File: config.mk
export PLATFORM = sky130hd
export DESIGN_NAME = motor_seg_queue
export DESIGN_NICKNAME = d
export VERILOG_FILES = /design/src/rtl/motor_pkg.sv /design/src/rtl/motor_seg_fifo.sv /design/src/rtl/motor_seg_queue.sv
export SDC_FILE = /design/constraint.sdc
export NUM_CORES = 1
export LEC_CHECK = 0
export CORE_MARGIN = 2
export CORE_UTILIZATION = 25
export DETAILED_ROUTE_END_ITERATION = 8
export SYNTH_ARGS = -nofsm -noshare
export SYNTH_HDL_FRONTEND = slang
export SYNTH_SLANG_ARGS = --single-unit
File: constraint.sdc
create_clock -name CLK -period 3.67 [get_ports CLK]
set_clock_uncertainty 0.05 [all_clocks]
set_input_delay 0.5505 -clock CLK [delete_from_list [all_inputs] [get_ports CLK]]
set_output_delay 0.5505 -clock CLK [all_outputs]
set_load 0.03 [all_outputs]
File: src/rtl/motor_pkg.sv
// Shared types and widths for the motor segment queue.
//   SEG_W / DIV_W / STEPS_W : segment field widths
//   motor_seg_t             : packed segment {dir, divider, steps}
//   POS_W_DEFAULT           : default width of the signed position accumulator
package motor_pkg;

    localparam int unsigned SEG_W         = 31;
    localparam int unsigned DIV_W         = 15;
    localparam int unsigned STEPS_W       = 15;
    localparam int unsigned POS_W_DEFAULT = 19;

    typedef struct packed {
        logic               dir;
        logic [DIV_W-1:0]   divider;
        logic [STEPS_W-1:0] steps;
    } motor_seg_t;

endpackage

File: src/rtl/motor_seg_fifo.sv
// Synchronous circular FIFO of motor segments with a registered head.
//   clk_i, rst_i       : clock, synchronous active-high reset
//   push_i, push_seg_i : enqueue request and data (dropped when full without a pop)
//   pop_i              : dequeue request (ignored when empty)
//   flush_i            : discard everything; push/pop in the same cycle are ignored
//   head_o, head_valid_o : registered head entry, valid one cycle after it reaches the head
//   level_o, full_o    : entries held, level_o == DEPTH
module motor_seg_fifo
    import motor_pkg::*;
#(
    parameter int unsigned DEPTH = 4
) (
    input  logic                     clk_i,
    input  logic                     rst_i,
    input  logic                     push_i,
    input  motor_seg_t               push_seg_i,
    input  logic                     pop_i,
    input  logic                     flush_i,
    output motor_seg_t               head_o,
    output logic                     head_valid_o,
    output logic [$clog2(DEPTH):0]   level_o,
    output logic                     full_o
);

    localparam int unsigned PTR_W = $clog2(DEPTH);

    motor_seg_t         mem_q [DEPTH];
    logic [PTR_W:0]     wr_ptr_q, wr_ptr_d;
    logic [PTR_W:0]     rd_ptr_q, rd_ptr_d;
    motor_seg_t         head_q;
    logic               head_valid_q;
    logic [PTR_W:0]     level;
    logic               empty;
    logic               do_push;
    logic               do_pop;

    // Extra pointer bit makes the difference equal the fill level directly.
    assign level   = wr_ptr_q - rd_ptr_q;
    assign empty   = (level == '0);
    assign full_o  = (level == (PTR_W + 1)'(DEPTH));
    assign level_o = level;

    assign do_pop  = pop_i && !empty && !flush_i;
    assign do_push = push_i && (!full_o || do_pop) && !flush_i;

    always_comb begin
        wr_ptr_d = wr_ptr_q;
        rd_ptr_d = rd_ptr_q;
        if (flush_i) begin
            wr_ptr_d = '0;
            rd_ptr_d = '0;
        end else begin
            if (do_push) wr_ptr_d = wr_ptr_q + 1'b1;
            if (do_pop)  rd_ptr_d = rd_ptr_q + 1'b1;
        end
    end

    always_ff @(posedge clk_i) begin
        if (rst_i) begin
            wr_ptr_q <= '0;
            rd_ptr_q <= '0;
        end else begin
            wr_ptr_q <= wr_ptr_d;
            rd_ptr_q <= rd_ptr_d;
        end
    end

    // Storage needs no reset: every slot is written before the head can expose it.
    always_ff @(posedge clk_i) begin
        if (do_push) mem_q[wr_ptr_q[PTR_W-1:0]] <= push_seg_i;
    end

    // Head follows the committed read pointer one cycle later, so a pop is only
    // reflected after the following edge.
    always_ff @(posedge clk_i) begin
        if (rst_i || flush_i) begin
            head_q       <= '0;
            head_valid_q <= 1'b0;
        end else begin
            head_q       <= mem_q[rd_ptr_q[PTR_W-1:0]];
            head_valid_q <= !empty;
        end
    end

    assign head_o       = head_q;
    assign head_valid_o = head_valid_q;

endmodule

File: src/rtl/motor_seg_queue.sv
// Segment feeder and position tracker for the single-axis step generator.
//   CLK, reset                         : clock, synchronous active-high reset
//   wr_en, wr_dir, wr_divider, wr_steps: segment write from the host parser
//   flush                              : discard all queued segments, clear overflow
//   seg_take                           : generator latched the head this cycle
//   stepsToGo, divider, dirInput       : head segment, zero when empty
//   seg_valid, full, level, overflow   : queue status (overflow is sticky)
//   step, dir                          : generator outputs, tracked for position
//   pos_clear                          : zero the position (wins over a same-cycle edge)
//   cur_position                       : signed absolute step position, wraps at POS_W
module motor_seg_queue
    import motor_pkg::*;
#(
    parameter int unsigned DEPTH = 4,
    parameter int unsigned POS_W = POS_W_DEFAULT
) (
    input  logic                     CLK,
    input  logic                     reset,
    input  logic                     wr_en,
    input  logic                     wr_dir,
    input  logic [DIV_W-1:0]         wr_divider,
    input  logic [STEPS_W-1:0]       wr_steps,
    input  logic                     flush,
    input  logic                     seg_take,
    output logic [STEPS_W-1:0]       stepsToGo,
    output logic [DIV_W-1:0]         divider,
    output logic                     dirInput,
    output logic                     seg_valid,
    output logic                     full,
    output logic [$clog2(DEPTH):0]   level,
    output logic                     overflow,
    input  logic                     step,
    input  logic                     dir,
    input  logic                     pos_clear,
    output logic signed [POS_W-1:0]  cur_position
);

    motor_seg_t head;
    motor_seg_t wr_seg;
    logic       head_valid;
    logic       wr_req;
    logic       pop;
    logic       push;
    logic       overflow_q, overflow_d;

    // Zero-step segments are no-ops and never occupy a slot.
    assign wr_req = wr_en && (wr_steps != '0);
    assign pop    = seg_take && head_valid;
    assign push   = wr_req && (!full || pop);

    assign wr_seg = '{dir: wr_dir, divider: wr_divider, steps: wr_steps};

    motor_seg_fifo #(
        .DEPTH (DEPTH)
    ) u_fifo (
        .clk_i        (CLK),
        .rst_i        (reset),
        .push_i       (push),
        .push_seg_i   (wr_seg),
        .pop_i        (pop),
        .flush_i      (flush),
        .head_o       (head),
        .head_valid_o (head_valid),
        .level_o      (level),
        .full_o       (full)
    );

    always_comb begin
        overflow_d = overflow_q;
        if (flush) begin
            overflow_d = 1'b0;
        end else if (wr_req && full && !pop) begin
            overflow_d = 1'b1;
        end
    end

    always_ff @(posedge CLK) begin
        if (reset) overflow_q <= 1'b0;
        else       overflow_q <= overflow_d;
    end

    assign overflow  = overflow_q;
    assign seg_valid = head_valid;

    // An idle generator must see stepsToGo == 0, so stale storage never leaks out.
    assign stepsToGo = head_valid ? head.steps   : '0;
    assign divider   = head_valid ? head.divider : '0;
    assign dirInput  = head_valid ? head.dir     : 1'b0;

    // Position tracker: step/dir are sampled once, then the edge is taken between
    // the sampled value and its predecessor.
    logic                    step_q;
    logic                    step_prev_q;
    logic                    dir_q;
    logic                    step_edge;
    logic signed [POS_W-1:0] pos_q, pos_d;

    localparam logic signed [POS_W-1:0] PosOne = POS_W'(1);

    assign step_edge = step_q && !step_prev_q;

    always_comb begin
        pos_d = pos_q;
        if (pos_clear) begin
            pos_d = '0;
        end else if (step_edge) begin
            pos_d = dir_q ? (pos_q + PosOne) : (pos_q - PosOne);
        end
    end

    always_ff @(posedge CLK) begin
        if (reset) begin
            step_q      <= 1'b0;
            step_prev_q <= 1'b0;
            dir_q       <= 1'b0;
            pos_q       <= '0;
        end else begin
            step_q      <= step;
            step_prev_q <= step_q;
            dir_q       <= dir;
            pos_q       <= pos_d;
        end
    end

    assign cur_position = pos_q;

endmodule

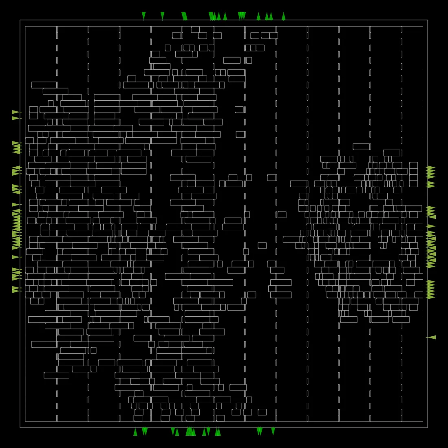
placement.png
n_taps: 396
Rows: 64
FFs & Latches: 185

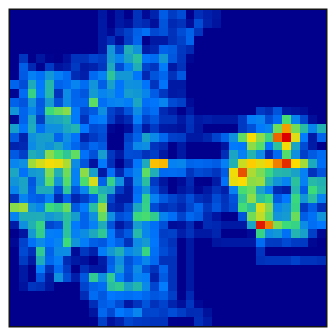
metal_density.png
The die is cut into 36 by 36 equal tiles; dark blue is low, red is high, scaled to the fullest tile. Values are wire area over tile area, all layers added.
mean over tiles	0.084
fullest tile	0.54
emptiest ninth of the die	north-east

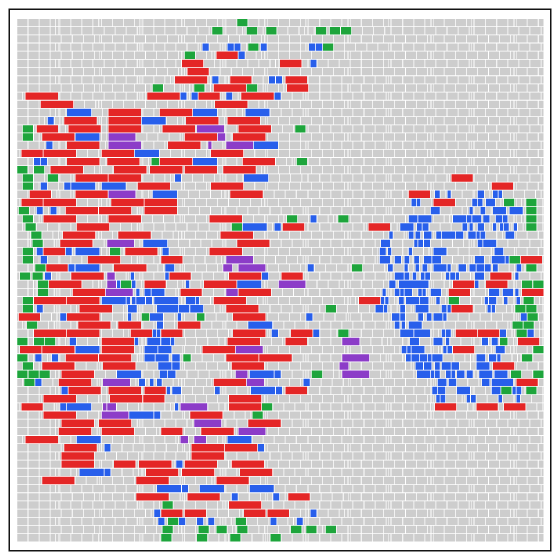
placement_by_type.png
Fill, decap, tap and diode cells in grey.
class	colour	cells	share of their area
clock drivers and dummy loads	purple	32	6.4%
remaining buffers and delay cells	green	99	11%
sequential cells	red	185	54%
combinational and other logic	blue	324	29%

==> flow_summary.yaml <==
# generated from flow reports
place:
  dp_hpwl_microns: 10900
  dpl_cell_area_sq_mm: 0.00909
  pre_cts_ws_ps: 561
  dp_cells: 1004
  place_congestion: 0.780
  port_buffers: 94
setup_path:
  worstPathMaxFanout: 5
  start_kind: "flip-flop"
  r2r-end: "u_fifo.wr_ptr_q[2]"
  startpoint: "u_fifo.wr_ptr_q[0]"
  arrival_ps: 2660
  required_ps: 3070
  path_class: "flip-flop to output pin"
  rr_startpoint: "u_fifo.wr_ptr_q[0]"
  reg2regPathDepth: 9
  end_kind: "output pin"
  r2r_setup_slack_ps: 740
  critPathCapture: "full"
route:
  drc_errors: 0
  vias: 4598
  initialDrtViolationCount: 348
  drt_pass1_iterations: 4
  viasPerCell: 4.44
  drt-wirelength-per-cell_microns: 16.6
  wl_microns: 17200
  antenna_left: 0
worst_hold_path:
  worstHoldPathCells: 2
  min_path_type: "flip-flop to flip-flop"
  hold_end: "cur_position[16]"
  worstHoldStart: "cur_position[16]"
die:
  die_h_microns: 180
  die_w_microns: 180
  dieArea_sq_mm: 0.0323
  io_pins: 95
  coreArea_sq_mm: 0.0305
  initial_core_util_pct: 25.3
power_and_ir_drop:
  power.switching_mw: 1.10
  p_sw_share_pct: 24.5
  vdd_ir_drop_max_mv: 0.301
  power_frac_clock_pct: 41.3
  seq_power_share_pct: 51.0
  power_density_mw_per_mm2: 464
  p_leak_nw: 3.23
  fin_total_pwr_mw: 4.49
  combPwrFrac_pct: 7.7
  internal_power_mw: 3.39
logic_synthesis:
  syn_avg_cell_area_sq_um: 14.5
  ff_type: "edfxtp_1"
  synth_cells: 530
  ys_cells: 530
  postSynthSeqShare_pct: 64.1
  ys_chip_area_sq_mm: 0.00771
  synth-async-reset-ratio_pct: 0
  mappedNetlistNets: 594
  ys.flops: 185
  yosysUniqueCellTypes: 56
  yosys_warnings: 0
  edf_count: 124
  syn-cell-area_sq_mm: 0.00771
clock_network:
  cts_resized: 0
  cts_made_buffers: 17
  root_buffer: "clkbuf_16"
  post_cts_buffers: 0
  clk_pin_slew_ps: 80
  holdBufCountCts: 0
  worstSkewPairLatency_ps: 430
  clk_path_buf_depth: 2
  ctsHtreeMaxLevel: 4
  cts_tree: "yes"
  clkSinkCount: 185
sta:
  fin_crit_sh_pct: 88.9
  tns_ps: 0
  slew_violations: 0
  grt_setup_unrepaired: "false"
  setup_viol: 0
  slew_headroom_pct: 37.0
  hold_viol_final: 0
  timing.fmax_mhz: 307
  worst_slack_ps: 408
  worst_slew_pin_slew_ps: 945
  period_minus_slack_ps: 3260
  hold_slack_ps: 420
global_route:
  grt_max_degree: 34
  first_global_vias: 4652
  grt_pass1_wl_microns: 26700
  antenna_found_initial: 1
  grtUsageTotal_pct: 10.7
  grt_overflow_total: 0
flow_run:
  max_cap_viol_count: 0
  tool_warnings: 29
final_layout:
  drive_above_1_share_pct: 13.6
  nets: 691
  layout_top_cell: "edfxtp_1"
  diodes: 0
  final_area_sq_mm: 0.00967
  most-common-layout-cells: "edfxtp_1 (124), clkdlybuf4s50_1 (94), dfxtp_1 (59)"
  final_core_util_pct: 31.7
  final_cells: 1036
  largest_register_ffs: 124
  syn2layout_area_growth_pct: 25.4
outcome:
  status: "completed"
==> power by group through the flow <==
stage / Combinational [mW] / Sequential, mW / Clock, mW
final: 0.347 / 2.29 / 1.85
after detailed placement: 0.347 / 2.33 / 0
after global routing: 0.380 / 2.29 / 1.98
after CTS: 0.349 / 2.29 / 1.91
after global placement: 0.344 / 2.33 / 0
after floorplan: 0.203 / 2.34 / 0
==> layout make-up <==
class | count | area (sq um)
clock buffers | 18 | 429
clock inverters | 14 | 158
fillers | 3026 | 20800
inverters | 9 | 33.8
multi-input cells | 315 | 2630
flip-flops and latches | 185 | 4950
well taps | 396 | 495
repair buffers | 99 | 978
==> routing by layer <==
metal | GRT usage (%) | up-vias | share of wire (%)
li1 | - | 2174 | -
met1 | 13.8 | 2275 | 46
met2 | 17.5 | 133 | 47
met3 | 3.38 | 14 | 6.3
met4 | 2.93 | 2 | 0.94
met5 | 0 | - | 0.047
==> synth_stat cells, drive strengths merged (6+ instances only) <==
library cell	instances	area share, %
xnor2	11	1.2
nor2b	36	2.9
ha	23	3.7
dfxtp	61	16
nor2	25	1.2
o21ai	19	1.4
a211oi	6	0.71
mux4	31	9.1
nand2	37	1.8
a21oi	25	1.7
inv	9	0.44
edfxtp	124	48
and2	35	2.8
clkbuf	15	0.88
buf	6	0.50
==> critical path: stages, from the launching register on <==
cell and delay (ps):
dfxtp_1 370, inv_1 110, ha_1 200, fa_1 580, nand2_1 120, nor2_1 120
clkdlybuf4s50_1 730
==> logic make-up (layout without fill, tap and decap cells) <==
kind of cell,after synthesis,after routing,share of synthesized area [%]
flops,185,185,64.1
buf+inv,30,140,1.82
mux,36,36,9.70
fa+ha+maj,25,25,4.25
xor+xnor,14,14,1.77
compound gates,81,81,7.33
simple gates,159,159,11.0
Power and IR drop assume default switching activity.
